<file path="src/rtl/alu_pkg.sv">
// Shared datapath constants: operand width, register addressing, flag bit
// positions and the ALU operation select encoding.
package alu_pkg;

    localparam int unsigned DATA_W   = 64;
    localparam int unsigned ADDR_W   = 5;
    localparam int unsigned ZERO_REG = 31;

    // Bit positions inside the 4-bit status word {N,V,Z,C}
    localparam int unsigned FLAG_C = 0;
    localparam int unsigned FLAG_Z = 1;
    localparam int unsigned FLAG_V = 2;
    localparam int unsigned FLAG_N = 3;

    typedef logic [3:0] flags_t;

    typedef enum logic [3:0] {
        ALU_SEL_ADD = 4'h0,
        ALU_SEL_SUB = 4'h1,
        ALU_SEL_ADC = 4'h2,
        ALU_SEL_SBC = 4'h3,
        ALU_SEL_AND = 4'h4,
        ALU_SEL_ORR = 4'h5,
        ALU_SEL_EOR = 4'h6,
        ALU_SEL_LSL = 4'h7,
        ALU_SEL_LSR = 4'h8,
        ALU_SEL_ASR = 4'h9,
        ALU_SEL_MOV = 4'hA
    } alu_sel_e;

endpackage

</file>
<file path="src/rtl/regfile_32x64_flag_reg.sv">
// flag_reg: load-enabled status register with asynchronous active-low clear.
module flag_reg #(
    parameter int unsigned W = 4
) (
    input  logic         clk,
    input  logic         rst_n,
    input  logic         en,
    input  logic [W-1:0] d,
    output logic [W-1:0] q
);

    logic [W-1:0] state_q;
    logic [W-1:0] state_d;

    // Load new status only when enabled, otherwise hold
    always_comb begin
        state_d = state_q;
        if (en) begin
            state_d = d;
        end
    end

    // State register, cleared asynchronously
    always_ff @(posedge clk or negedge rst_n) begin
        if (!rst_n) begin
            state_q <= '0;
        end else begin
            state_q <= state_d;
        end
    end

    assign q = state_q;

endmodule

</file>
<file path="src/rtl/regfile_32x64.sv">
// regfile_32x64: operand register file (2 combinational reads, 1 synchronous
// write) plus the condition-flag register. Index ZERO_REG always reads zero.
// Optional macro REGFILE_BYPASS_EN selects write-first forwarding on the read
// ports; without it the read ports are read-first. Flags are never forwarded.
module regfile_32x64 #(
    parameter int unsigned DATA_W   = alu_pkg::DATA_W,
    parameter int unsigned ADDR_W   = alu_pkg::ADDR_W,
    parameter int unsigned ZERO_REG = alu_pkg::ZERO_REG
) (
    input  logic              clk,
    input  logic              rst_n,
    input  logic [ADDR_W-1:0] rd_addr_a,
    output logic [DATA_W-1:0] rd_data_a,
    input  logic [ADDR_W-1:0] rd_addr_b,
    output logic [DATA_W-1:0] rd_data_b,
    input  logic              wr_en,
    input  logic [ADDR_W-1:0] wr_addr,
    input  logic [DATA_W-1:0] wr_data,
    input  logic              flag_we,
    input  logic [3:0]        flag_in,
    output logic [3:0]        flags,
    output logic              carry_q
);

    import alu_pkg::*;

    localparam int unsigned       NUM_REGS  = 1 << ADDR_W;
    localparam logic [ADDR_W-1:0] ZERO_ADDR = ADDR_W'(ZERO_REG);

    logic [DATA_W-1:0] mem_q [NUM_REGS];
    logic [DATA_W-1:0] mem_d [NUM_REGS];
    logic              wr_ok;
    flags_t            flags_q;

    // Writes to the zero register are dropped; an unknown wr_en never commits
    assign wr_ok = wr_en && (wr_addr != ZERO_ADDR);

    // Next-state of the storage array
    always_comb begin
        mem_d = mem_q;
        if (wr_ok) begin
            mem_d[wr_addr] = wr_data;
        end
    end

    // Storage array, cleared asynchronously; reset wins over a coincident write
    always_ff @(posedge clk or negedge rst_n) begin
        if (!rst_n) begin
            for (int unsigned i = 0; i < NUM_REGS; i++) begin
                mem_q[i] <= '0;
            end
        end else begin
            mem_q <= mem_d;
        end
    end

`ifdef REGFILE_BYPASS_EN
    logic hit_a;
    logic hit_b;
    assign hit_a = wr_ok && (wr_addr == rd_addr_a);
    assign hit_b = wr_ok && (wr_addr == rd_addr_b);

    // Read muxes with write-first forwarding
    always_comb begin
        rd_data_a = '0;
        rd_data_b = '0;
        if (hit_a) begin
            rd_data_a = wr_data;
        end else if (rd_addr_a != ZERO_ADDR) begin
            rd_data_a = mem_q[rd_addr_a];
        end
        if (hit_b) begin
            rd_data_b = wr_data;
        end else if (rd_addr_b != ZERO_ADDR) begin
            rd_data_b = mem_q[rd_addr_b];
        end
    end
`else
    // Read muxes, read-first: stored contents only
    always_comb begin
        rd_data_a = '0;
        rd_data_b = '0;
        if (rd_addr_a != ZERO_ADDR) begin
            rd_data_a = mem_q[rd_addr_a];
        end
        if (rd_addr_b != ZERO_ADDR) begin
            rd_data_b = mem_q[rd_addr_b];
        end
    end
`endif

    flag_reg #(
        .W (4)
    ) u_flag_reg (
        .clk   (clk),
        .rst_n (rst_n),
        .en    (flag_we),
        .d     (flag_in),
        .q     (flags_q)
    );

    assign flags   = flags_q;
    assign carry_q = flags_q[FLAG_C];

endmodule

</file>
<file path="config.mk">
export PLATFORM = sky130hd
export DESIGN_NAME = regfile_32x64
export DESIGN_NICKNAME = d
export VERILOG_FILES = /design/src/rtl/alu_pkg.sv /design/src/rtl/regfile_32x64_flag_reg.sv /design/src/rtl/regfile_32x64.sv
export SDC_FILE = /design/constraint.sdc
export NUM_CORES = 2
export LEC_CHECK = 0
export CORE_ASPECT_RATIO = 1.25
export CORE_MARGIN = 2
export CORE_UTILIZATION = 30
export CTS_BUF_LIST = sky130_fd_sc_hd__clkbuf_2
export CTS_CLUSTER_DIAMETER = 150
export DETAILED_ROUTE_END_ITERATION = 10
export GPL_ROUTABILITY_DRIVEN = 0
export HOLD_SLACK_MARGIN = 0.05
export MAX_ROUTING_LAYER = met4
export PLACE_DENSITY = 0.48
export RECOVER_POWER = 100
export SKIP_LAST_GASP = 1
export SLEW_MARGIN = 25
export SYNTH_ARGS = -nofsm -noshare
export SYNTH_HDL_FRONTEND = slang
export SYNTH_SLANG_ARGS = --single-unit
</file>
<file path="constraint.sdc">
create_clock -name clk -period 7.9 [get_ports clk]
set_clock_uncertainty 0.15 [all_clocks]
set_input_delay 1.58 -clock clk [delete_from_list [all_inputs] [get_ports clk]]
set_output_delay 1.58 -clock clk [all_outputs]
set_load 0.02 [all_outputs]
</file>
layers.png
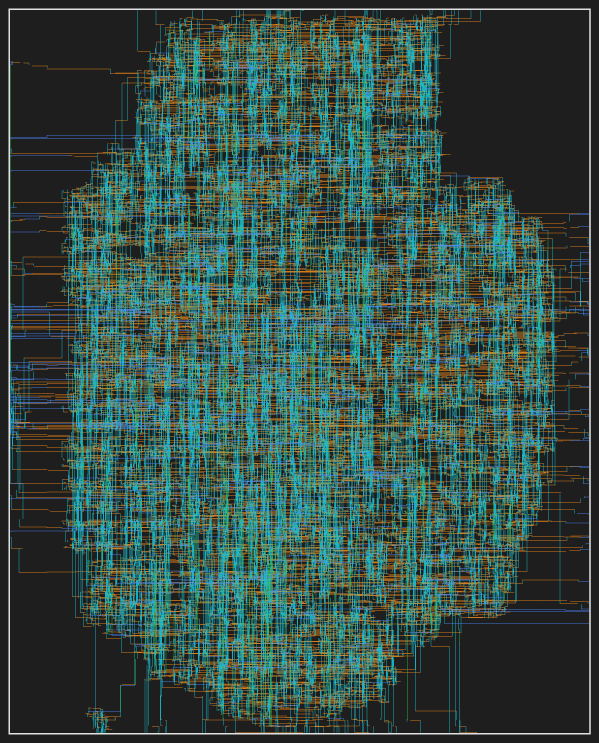
cyan -> M2  # wire length 189 mm
green -> M4  # wire length 12500 um
orange -> M1  # wire length 166 mm
blue -> M3  # wire length 22.5 mm
WL/cell: 31.3 um
total wire length: 390000 um
total number of vias: 69700

placed.png
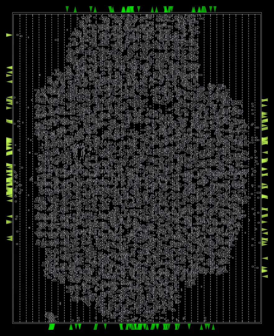
filler cell count: 35100
Post-Layout Cell Count: 12500

class_map.png
Fill, decap, tap and diode cells in gray.
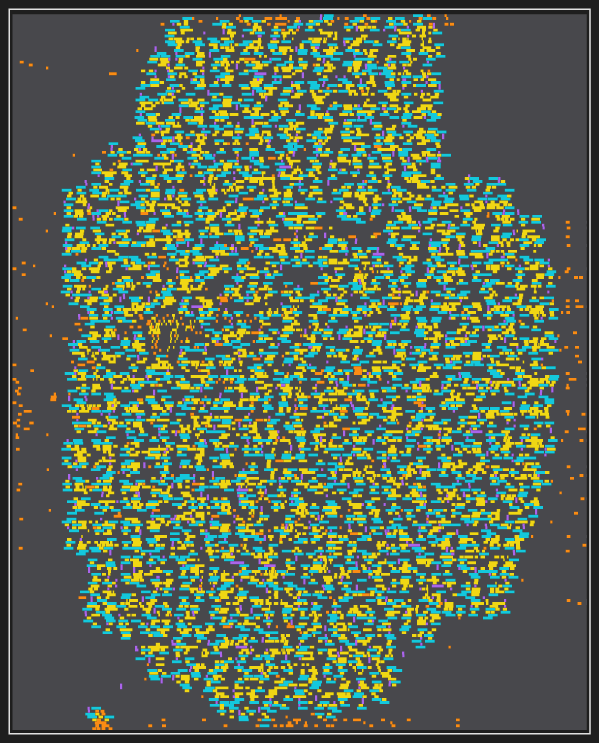
orange -> remaining buffers and delay cells  # cells 485, share of their area 3.8%
yellow -> remaining logic cells  # cells 4245, share of their area 47%
purple -> clock drivers and dummy loads  # cells 944, share of their area 4.3%
cyan -> registers  # cells 2052, share of their area 45%
flop share of the area: 42.8%
floorplan row count: 246
CORE AREA: 359000 um^2
final instance area: 120000 um^2

## layout make-up
cell class | instances | area [um^2] | share of cell area, %
Antenna cell | 29 | 72.6 | 0.0605
Clock buffer | 832 | 4160 | 3.47
Clock inverter | 112 | 785 | 0.654
Inverter | 3 | 28.8 | 0.0240
Multi-Input combinational cell | 4242 | 53400 | 44.5
Sequential cell | 2052 | 51300 | 42.8
Tap cell | 4712 | 5900 | 4.91
Timing Repair Buffer | 485 | 4360 | 3.63
## kinds of logic (layout without fill, tap and decap cells)
group	count (synthesis)	in the layout	share of synthesized area, %
AND/OR/NAND/NOR	234	234	0.954
multiplexers	3465	3465	44.4
flip-flops	2052	2052	47.4
AND-OR/OR-AND	543	543	3.85
other	0	29	0
buffers and inverters	838	1432	3.37
==> notes.md <==
run metrics: unrepaired setup endpoints after global routing false, Int Power 19.4 mW, run status complete, but fails checks, CP endpoint rd_data_b[6], cts bufs inserted 564, Init Core Util 30.1%, Pwr top sequential cells, Post-CTS Setup Bufs 0, First DRT Iteration DRCs 4733, part of the power in registers 49.0%, post-layout period usage 95.1%, yosys warns 0, Max clock buf depth 4, hold path depth 2, M1 wire length 166000 um, Cell Type Count 41, clock power share 28.0%, CP Max Fanout 36, top post-synthesis cells by area dfrtp_1 47%, mux2_2 19%, mux4_2 18%, mux2i_1 5.0%, mux2_1 1.9%, Synth top cell by count dfrtp_1, launch point of the worst reg-to-reg path mem_q[1498]$_DFFE_PN0P_, Worst-path clk slew 100 ps, CP Buf/Inv Count 4, combinational fraction of design power 23.1%, GR Layer Usage met2 35.1%, Boundary Pins 220, HP Start wr_data[32], Synth-to-Final Area Change 10.8%, Slew HR -276%, Critical Path RT 6170 ps, initial antenna violation count 46, switching share of power 31.6%, leading area contributor after synthesis dfrtp_1, number of enable flip-flop cells 0, Setup CP Type in2out, Root Driver clkbuf_2, slowest cell delay on critical path 1080 ps, actual slew at the worst max-slew pin 5640 ps, syn nets 7219, endpoints failing hold 0, pre-CTS setup slack 705 ps, minimum clock period 7520 ps, port bufs 219, syn avg cell area 15.2 um^2, cell breakdown of the critical path buf_8 > nand3_4 > buf_4 > nor2_4 > clkbuf_2 > a211oi_1 > dlygate4sd3_1, peak supply drop 0.115 mV, max_cap viols 85, Power, Total 28.4 mW, Psw 8.97 mW, Levels on crit path 7, Yosys Instances 7132, total track usage 21.8%, CTS tree done, most numerous logic cells after layout 2052 x dfrtp_1, 1869 x mux2_2, 865 x mux4_2, largest net degree at the start of global routing 162, Min Hold Slack 201 ps, Final Worst Setup Slack 384 ps, Detail Route Antenna Nets 0, Critical Path End Type output port, number of global-route vias before repair 75400, fmax 133 MHz, leakage power 52.6 nW, Synth Seq Share 47.4%, post-DP HPWL 220000 um, YS chip area 108000 um^2, Via density 5.59, first-pass detailed-route iteration total 5, post-synth top area share 47.4%, synth cell count leaders 2052 x dfrtp_1, 1870 x mux2_2, 865 x mux4_2, Final Max Slew Viols 2570, FF-to-FF path depth 1, Remaining DRCs 0, share of cells above drive strength 1 50.2%, Placed Cells 11500, hold buffers post-CTS 14, first-pass GRT wire length 562000 um, Layout Nets 7435, PD cells 237 nW/um^2, slowest stage cell, crit path clkbuf_2, Util after Layout 33.4%, Die Y 676 um, failing checks max-capacitance violations, max-slew violations, Most Used Layer, Global Route met2, Mapped Cells 7132, clock sink count 2052, met3 global-route usage 3.82%, Top Metal Used met4, Clock Power 7.94 mW, max reg flops 2048, Top cell excl fill/tap dfrtp_1, tool warnings 60, htree depth 6, Arr. time, crit path 5790 ps, dpl cell area 116000 um^2, Crit path max-delay family buffers and inverters, Hold Crit Class in2reg, asr flop ratio synth 100%, clk latency late pin 1770 ps, P_seq 13.9 mW, Congestion Overflow GR 0, comb pwr 6.55 mW, Primary FF master, synth dfrtp_1, wire length on met2 189000 um, Die W 541 um, CP Launch Type input pin, Post-Syn Area 108000 um^2, R2R Path End mem_q[1498]$_DFFE_PN0P_, hold path endpoint mem_q[928]$_DFFE_PN0P_, r2r setup slk 6890 ps, final setup vio count 0, M1 GR Usage 27.8%, Post-CTS Resized 0, Sum Neg Setup Slack 0 ps, Reg with most FFs mem_q, Die Footprint 366000 um^2, met3 WL 22500 um, post-synthesis register bit count 2052, Worst Setup SP rd_addr_b[1]
No activity file was given, so power comes from the tool's default toggle rates.
